===== src/rtl/xs3_serial_adder_pkg.sv =====
// xs3_pkg: shared Excess-3 constants, FSM state type and digit legality helpers.
package xs3_pkg;
  localparam logic [3:0] XS3_BIAS = 4'd3;
  typedef enum logic [1:0] {IDLE, RUN, DONE} state_t;
  function automatic logic is_bcd_digit(input logic [3:0] d);
    return d <= 4'd9;
  endfunction
  function automatic logic is_xs3_digit(input logic [3:0] d);
    return d >= 4'd3 && d <= 4'd12;
  endfunction
endpackage


===== src/rtl/xs3_serial_adder_if.sv =====
// xs3_serial_adder_if: start/ready/done handshake plus operand and result buses.
interface xs3_serial_adder_if #(parameter int DIGITS = 4);
  localparam int W = 4 * DIGITS;
  logic         start;
  logic         mode;
  logic         cin;
  logic [W-1:0] a;
  logic [W-1:0] b;
  logic         ready;
  logic         done;
  logic [W-1:0] sum;
  logic         cout;
  logic         err;
  modport master(output start, mode, cin, a, b, input ready, done, sum, cout, err);
  modport slave(input start, mode, cin, a, b, output ready, done, sum, cout, err);
endinterface


===== src/rtl/xs3_serial_adder_digit.sv =====
// xs3_digit_adder: one Excess-3 digit addition with decimal carry.
module xs3_digit_adder
  import xs3_pkg::*;
(
  input  logic [3:0] ax_i,
  input  logic [3:0] bx_i,
  input  logic       cin_i,
  output logic [3:0] r_o,
  output logic       cout_o
);
  logic [4:0] s;
  assign s      = {1'b0, ax_i} + {1'b0, bx_i} + {4'b0, cin_i};
  assign cout_o = s[4];
  assign r_o    = s[4] ? s[3:0] + XS3_BIAS : s[3:0] - XS3_BIAS;
endmodule


===== src/rtl/xs3_serial_adder.sv =====
// xs3_serial_adder: multi-digit BCD/Excess-3 adder, one digit per clock, LSD first.
module xs3_serial_adder
  import xs3_pkg::*;
#(
  parameter int DIGITS = 4
) (
  input logic clk,
  input logic rst_n,
  xs3_serial_adder_if.slave bus
);
  localparam int W = 4 * DIGITS;
  localparam int IW = DIGITS > 1 ? $clog2(DIGITS) : 1;
  localparam logic [IW-1:0] LAST = IW'(DIGITS - 1);
  state_t        state_q, state_d;
  logic [IW-1:0] idx_q, idx_d;
  logic [W-1:0]  a_q, a_d, b_q, b_d, sum_q, sum_d;
  logic          mode_q, mode_d, c_q, c_d, cout_q, cout_d, err_q, err_d;
  logic          ready_q, ready_d, done_q, done_d;
  logic [3:0]    ax, bx, r;
  logic          c_nx, bad_digit;
  // Operands shift right so the current digit always sits in the low nibble.
  assign ax = mode_q ? a_q[3:0] : a_q[3:0] + XS3_BIAS;
  assign bx = mode_q ? b_q[3:0] : b_q[3:0] + XS3_BIAS;
  assign bad_digit = mode_q ? !(is_xs3_digit(a_q[3:0]) && is_xs3_digit(b_q[3:0]))
                            : !(is_bcd_digit(a_q[3:0]) && is_bcd_digit(b_q[3:0]));
  xs3_digit_adder u_digit (
    .ax_i  (ax),
    .bx_i  (bx),
    .cin_i (c_q),
    .r_o   (r),
    .cout_o(c_nx)
  );
  always_comb begin
    state_d = state_q;
    idx_d   = idx_q;
    a_d     = a_q;
    b_d     = b_q;
    sum_d   = sum_q;
    mode_d  = mode_q;
    c_d     = c_q;
    cout_d  = cout_q;
    err_d   = err_q;
    case (state_q)
      IDLE: if (bus.start) begin
        a_d     = bus.a;
        b_d     = bus.b;
        mode_d  = bus.mode;
        c_d     = bus.cin;
        idx_d   = '0;
        err_d   = 1'b0;
        cout_d  = 1'b0;
        sum_d   = '0;
        state_d = RUN;
      end
      RUN: begin
        a_d = a_q >> 4;
        b_d = b_q >> 4;
        c_d = c_nx;
        sum_d[idx_q*4 +: 4] = mode_q ? r : r - XS3_BIAS;
        err_d = err_q | bad_digit;
        idx_d = idx_q + 1'b1;
        if (idx_q == LAST) begin
          idx_d   = '0;
          cout_d  = c_nx;
          state_d = DONE;
        end
      end
      DONE:    state_d = IDLE;
      default: state_d = IDLE;
    endcase
    ready_d = state_d == IDLE;
    done_d  = state_d == DONE;
  end
  always_ff @(posedge clk or negedge rst_n) begin
    if (!rst_n) begin
      state_q <= IDLE;
      idx_q   <= '0;
      a_q     <= '0;
      b_q     <= '0;
      sum_q   <= '0;
      mode_q  <= 1'b0;
      c_q     <= 1'b0;
      cout_q  <= 1'b0;
      err_q   <= 1'b0;
      ready_q <= 1'b1;
      done_q  <= 1'b0;
    end else begin
      state_q <= state_d;
      idx_q   <= idx_d;
      a_q     <= a_d;
      b_q     <= b_d;
      sum_q   <= sum_d;
      mode_q  <= mode_d;
      c_q     <= c_d;
      cout_q  <= cout_d;
      err_q   <= err_d;
      ready_q <= ready_d;
      done_q  <= done_d;
    end
  end
  assign bus.ready = ready_q;
  assign bus.done  = done_q;
  assign bus.sum   = sum_q;
  assign bus.cout  = cout_q;
  assign bus.err   = err_q;
endmodule


===== src/flat_wrapper.sv =====
// flat-port wrapper written by rule: the top's interface ports become plain ports
module xs3_serial_adder_flat import xs3_pkg::*;
#(
  parameter int DIGITS = 4
)
  (clk, rst_n, bus_start, bus_mode, bus_cin, bus_a, bus_b, bus_ready, bus_done, bus_sum, bus_cout, bus_err);
  xs3_serial_adder_if #(.DIGITS(DIGITS)) bus_i ();
  input logic clk;
  input logic rst_n;
  input wire logic [$bits(bus_i.start)-1:0] bus_start;
  input wire logic [$bits(bus_i.mode)-1:0] bus_mode;
  input wire logic [$bits(bus_i.cin)-1:0] bus_cin;
  input wire logic [$bits(bus_i.a)-1:0] bus_a;
  input wire logic [$bits(bus_i.b)-1:0] bus_b;
  output wire logic [$bits(bus_i.ready)-1:0] bus_ready;
  output wire logic [$bits(bus_i.done)-1:0] bus_done;
  output wire logic [$bits(bus_i.sum)-1:0] bus_sum;
  output wire logic [$bits(bus_i.cout)-1:0] bus_cout;
  output wire logic [$bits(bus_i.err)-1:0] bus_err;
  assign bus_i.start = bus_start;
  assign bus_i.mode = bus_mode;
  assign bus_i.cin = bus_cin;
  assign bus_i.a = bus_a;
  assign bus_i.b = bus_b;
  assign bus_ready = bus_i.ready;
  assign bus_done = bus_i.done;
  assign bus_sum = bus_i.sum;
  assign bus_cout = bus_i.cout;
  assign bus_err = bus_i.err;
  xs3_serial_adder #(.DIGITS(DIGITS)) u_core (.clk(clk), .rst_n(rst_n), .bus(bus_i));
endmodule

===== config.mk =====
export PLATFORM = sky130hd
export DESIGN_NAME = xs3_serial_adder_flat
export DESIGN_NICKNAME = d
export VERILOG_FILES = /design/src/rtl/xs3_serial_adder_pkg.sv /design/src/rtl/xs3_serial_adder_if.sv /design/src/rtl/xs3_serial_adder_digit.sv /design/src/rtl/xs3_serial_adder.sv /design/src/flat_wrapper.sv
export SDC_FILE = /design/constraint.sdc
export NUM_CORES = 1
export LEC_CHECK = 0
export CORE_MARGIN = 2
export CORE_UTILIZATION = 46
export CTS_CLUSTER_SIZE = 40
export DETAILED_ROUTE_END_ITERATION = 7
export GPL_ROUTABILITY_DRIVEN = 0
export PLACE_DENSITY = 0.75
export SLEW_MARGIN = 20
export SYNTH_ARGS = -nofsm -noshare
export SYNTH_HDL_FRONTEND = slang
export SYNTH_HIERARCHICAL = 1
export SYNTH_SLANG_ARGS = --single-unit

===== constraint.sdc =====
create_clock -name clk -period 4.2 [get_ports clk]
set_input_delay 0.84 -clock clk [delete_from_list [all_inputs] [get_ports clk]]
set_output_delay 0.84 -clock clk [all_outputs]
set_load 0.005 [all_outputs]

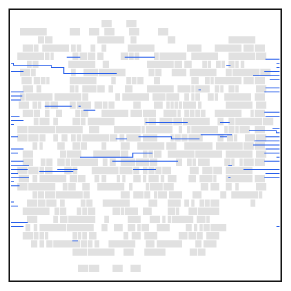
*Met3 routing, run 1*
(3 px per micron) Cells faint in the background.
- main direction: horizontal
- share of all routed wire: 5.0%
- longest straight run: 21.6 microns
- nets with wire on the layer: 57
routed wire length: 7440 microns
via count: 2746

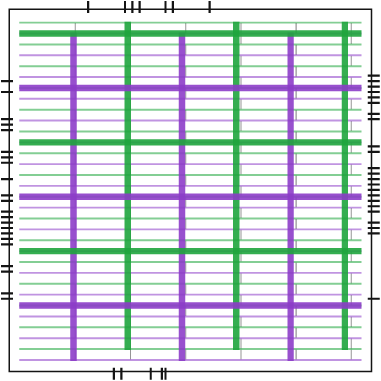
*PDN straps and rails, run 1*
(4 px per micron) Pins as bars on the die edge. Tap cells in grey.
- purple: VSS
- green: VDD
- met5 straps: 6
- met4 straps: 6
core area: 7210 sq um
DIE WIDTH: 90.2 microns
Die H: 90.2 microns

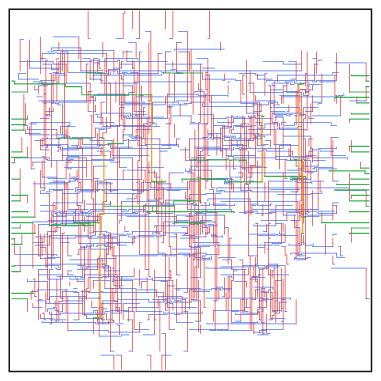
*Signal wires by layer, run 1*
(4 px per micron)
- green: metal 3 (wire length 372 microns)
- blue: metal 1 (wire length 3400 microns)
- red: metal 2 (wire length 3540 microns)
- orange: metal 4 (wire length 132 microns)
GRT Util Overall: 18.8%
WL/cell: 14.7 microns

==> run summary, run 1 <==
Outcome = finished clean
Via density = 5.42
Post-CTS Setup Bufs = 0
Cell Type Count = 47
Critical path fanouts, max = 16
CTS Buffer Depth = 2
Worst Tran Pin Value = 0.714 ns
Share of layout cells above drive strength 1 = 7.84%
Initial antenna violation count = 0
Storage element area = 1450 sq um
Asr flop ratio synth = 100%
Adder Area Share = 7.61%
Starting DRT DRC Count = 118
Startpoint types = flop
Final Util = 57.6%
Fin area = 4150 sq um
Late-Pin Clk Latency = 0.34 ns
Most used routing layer = met2
Top area cell types = dfrtp_1 42%, ha_1 5.9%, nor2b_1 5.5%, a22oi_1 5.3%, o21ai_1 5.0%
Total CTS buffers = 9
Xor+xnor area frac = 3.77%
Synthesized registers = 58
AND/OR/NAND/NOR Cells, Area Fraction = 13.5%
Crit. End Element = flop
Seq/Total Area, Yosys = 42.5%
HPWL after DPL = 5140 microns
# rows = 31
Comb. cell area = 1720 sq um
Layout area overhead = 21.5%
Grt met2 use = 30.1%
Die area = 8140 sq um
Top-area cell share = 41.7%
==> run 1: cells in the final DEF, fill, tap and decap left out, types with 5 or more instances in the layout <==
master,n
a21oi_1,33
a22oi_1,24
clkbuf_8,10
clkdlybuf4s50_1,55
dfrtp_1,57
ha_1,16
inv_1,25
nand2_1,22
nand2b_1,5
nor2_1,8
nor2b_1,30
o21ai_0,5
o21ai_1,34
o22ai_1,14
xnor2_1,8
==> run 1: Yosys cell counts (5+ instances only) <==
master and instances:
a21oi_1 33, nand2_1 22, nor2b_1 30, nor2_1 8
o21ai_0 5, clkbuf_1 6, o21ai_1 34, inv_1 25
xnor2_1 8, buf_6 7, ha_1 16, buf_4 5
a22oi_1 24, nand2b_1 5, o22ai_1 14, dfrtp_1 57
==> run 1: state kept, by name (all words and copies together) (netlist names) <==
register	count
u_core/a_q	16
u_core/b_q	16
u_core/bus.sum	16
u_core/idx_q	2
u_core/state_q	2
u_core/bus.cout	1
u_core/bus.done	1
u_core/bus.err	1
u_core/bus.ready	1
u_core/c_q	1
u_core/mode_q	1
==> run 1: worst max-delay path, cell delays in order, from the launching register on <==
cell      delay (ns)
dfrtp_1         0.71
xnor2_1         0.22
fa_1            0.25
inv_1           0.06
fa_1            0.42
or2b_1          0.27
nand2b_1        0.10
a21o_1          0.17
ha_1            0.25
a21oi_1         0.31
nand3_1         0.16
o211ai_2        0.11
xor2_1          0.10
xnor2_1         0.39
o22ai_1         0.15
==> run 1: cell type report <==
class,count,area share [%]
clock buffer,10,3.31
clock inverter,6,0.994
inverter,25,2.26
multi-input combinational,249,41.4
sequential,58,35.0
tap,99,2.98
timing repair buffer,60,14.1
==> run 1: routing by layer <==
metal / share of wire (%) / vias up
met5: 0 / -
met4: 1.8 / 0
met3: 5.0 / 13
met2: 48 / 80
met1: 46 / 1309
li1: - / 1344
==> run 1: worst paths after layout <==
check / start / end / cells past startpoint
max: u_core/mode_q$_DFFE_PN0P_ / u_core/bus.sum[11]$_DFFE_PN0P_ / 14
min: u_core/bus.sum[7]$_DFFE_PN0P_ / u_core/bus.sum[7]$_DFFE_PN0P_ / 2
max reg2reg: u_core/mode_q$_DFFE_PN0P_ / u_core/bus.sum[11]$_DFFE_PN0P_ / 14
min reg2reg: u_core/bus.sum[7]$_DFFE_PN0P_ / u_core/bus.sum[7]$_DFFE_PN0P_ / 2
max in group asynchronous: rst_n / u_core/b_q[0]$_DFFE_PN0P_ / 2
min in group asynchronous: rst_n / u_core/bus.sum[12]$_DFFE_PN0P_ / 1
==> run 1: cell families after synthesis <==
logic type / after synthesis
compound gates: 131
xor+xnor: 13
fa+ha+maj: 19
buf+inv: 46
flops: 58
mux: 5
simple gates: 81
==> inputs of run 2 (changes only) <==
--- a/config.mk
+++ b/config.mk
@@ -7,6 +7,7 @@
 export LEC_CHECK = 0
 export CORE_MARGIN = 2
 export CORE_UTILIZATION = 46
+export CTS_CLUSTER_DIAMETER = 200
 export CTS_CLUSTER_SIZE = 40
 export DETAILED_ROUTE_END_ITERATION = 7
 export GPL_ROUTABILITY_DRIVEN = 0
==> run 2 against run 1 <==
Against the previous run:
- cell count unchanged
- first-iteration DRC count unchanged
- critical path type unchanged
==> run summary, run 2 <==
Initial antenna violation count = 0 (unchanged)
Top-area cell share = 41.7% (unchanged)
Via count = 2746 (unchanged)
Crit. End Element = flop
Startpoint types = flop
Late-Pin Clk Latency = 0.34 ns (about the same)
Via density = 5.42 (unchanged)
Layout area overhead = 21.5% (unchanged)
Worst Tran Pin Value = 0.714 ns (unchanged)
Fin area = 4150 sq um (unchanged)
Xor+xnor area frac = 3.77% (unchanged)
CTS Buffer Depth = 2 (unchanged)
Die area = 8140 sq um (unchanged)
Outcome = finished clean
Asr flop ratio synth = 100% (unchanged)
Top area cell types = dfrtp_1 42%, ha_1 5.9%, nor2b_1 5.5%, a22oi_1 5.3%, o21ai_1 5.0%
Top cells excl fill/tap = 57 x dfrtp_1, 55 x clkdlybuf4s50_1, 34 x o21ai_1, 33 x a21oi_1, 30 x nor2b_1
Synth warnings = 6
Adder Area Share = 7.61% (unchanged)
AND/OR/NAND/NOR Cells, Area Fraction = 13.5% (unchanged)
Seq/Total Area, Yosys = 42.5% (unchanged)
Routed wire length = 7440 microns (unchanged)
DIE WIDTH = 90.2 microns (unchanged)
# rows = 31 (unchanged)
Setup ws final = 0.389 ns
Cell Type Count = 47 (unchanged)
Post-CTS Setup Bufs = 0 (unchanged)
Share of layout cells above drive strength 1 = 7.84% (unchanged)
GRT Util Overall = 18.8% (unchanged)
WL/cell = 14.7 microns (unchanged)
Final slew viol count = 0
Total CTS buffers = 9 (unchanged)
Starting DRT DRC Count = 118 (unchanged)
Final Util = 57.6% (unchanged)
Mapped Cells = 353
Layout Nets = 459
Count leader, synth = dfrtp_1
Post-synth top cells = 57 x dfrtp_1, 34 x o21ai_1, 33 x a21oi_1
Critical path fanouts, max = 16 (unchanged)
N_diodes = 0
HPWL after DPL = 5140 microns (unchanged)
Die H = 90.2 microns (unchanged)
==> run 2: cell counts after synthesis <==
Identical to the previous run, type by type.
==> run 2: worst paths after layout <==
check / startpoint / end / slack [ns] / cells past startpoint
max in group asynchronous: rst_n / u_core/b_q[0]$_DFFE_PN0P_ / 2.86 / 2
min in group asynchronous: rst_n / u_core/bus.sum[12]$_DFFE_PN0P_ / 0.51 / 1
worst min-delay path: u_core/bus.sum[7]$_DFFE_PN0P_ / u_core/bus.sum[7]$_DFFE_PN0P_ / 0.49 / 2
worst min register to register: u_core/bus.sum[7]$_DFFE_PN0P_ / u_core/bus.sum[7]$_DFFE_PN0P_ / 0.49 / 2
worst max-delay path: u_core/mode_q$_DFFE_PN0P_ / u_core/bus.sum[11]$_DFFE_PN0P_ / 0.39 / 14
worst max register to register: u_core/mode_q$_DFFE_PN0P_ / u_core/bus.sum[11]$_DFFE_PN0P_ / 0.39 / 14
==> run 2: area by class of cell <==
class | count | area [sq um]
fill | 657 | 3060
timing repair buffer | 60 | 586
tap | 99 | 124
clock buffer | 10 | 138
inverter | 25 | 93.8
clock inverter | 6 | 41.3
multi-input combinational | 249 | 1720
sequential | 58 | 1450
==> run 2: critical path, stage by stage, from the launching register on <==
cell      delay [ns]
dfrtp_1         0.71
xnor2_1         0.22
fa_1            0.25
inv_1           0.06
fa_1            0.42
or2b_1          0.27
nand2b_1        0.10
a21o_1          0.17
ha_1            0.25
a21oi_1         0.31
nand3_1         0.16
o211ai_2        0.11
xor2_1          0.10
xnor2_1         0.39
o22ai_1         0.15
==> run 2: kinds of logic (layout without fill, tap and decap cells) <==
kind of cell	count (synthesis)	in the layout
AND-OR/OR-AND	131	131
XOR/XNOR	13	13
AND/OR/NAND/NOR	81	81
multiplexers	5	5
adder cells (fa/ha/maj)	19	19
buffers and inverters	46	101
flip-flops	58	58
==> run 2: routing by layer <==
layer	wire length, microns	global-route usage, %	up-vias
li1	-	-	1344
met2	3540	30.1	80
met3	371	3.27	13
met1	3400	25.2	1309
met5	0	0	-
met4	131	8.08	0
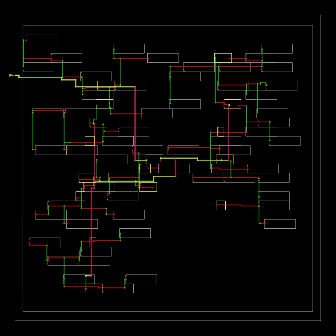
*The clock network, run 2*
clk sinks: 58
Setup Skew: 0.00835 ns
Seq Cell Count: 58
clkbuf count: 10

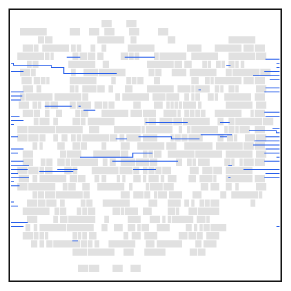
*Met3 routing, run 2*
(3 px per micron) Cells faint in the background.
- share of all routed wire: 5.0%
- longest straight run: 21.6 microns
- wire length on this layer: 372 microns
- nets with wire on the layer: 57
- main direction: horizontal
met3 usage: 3.27%

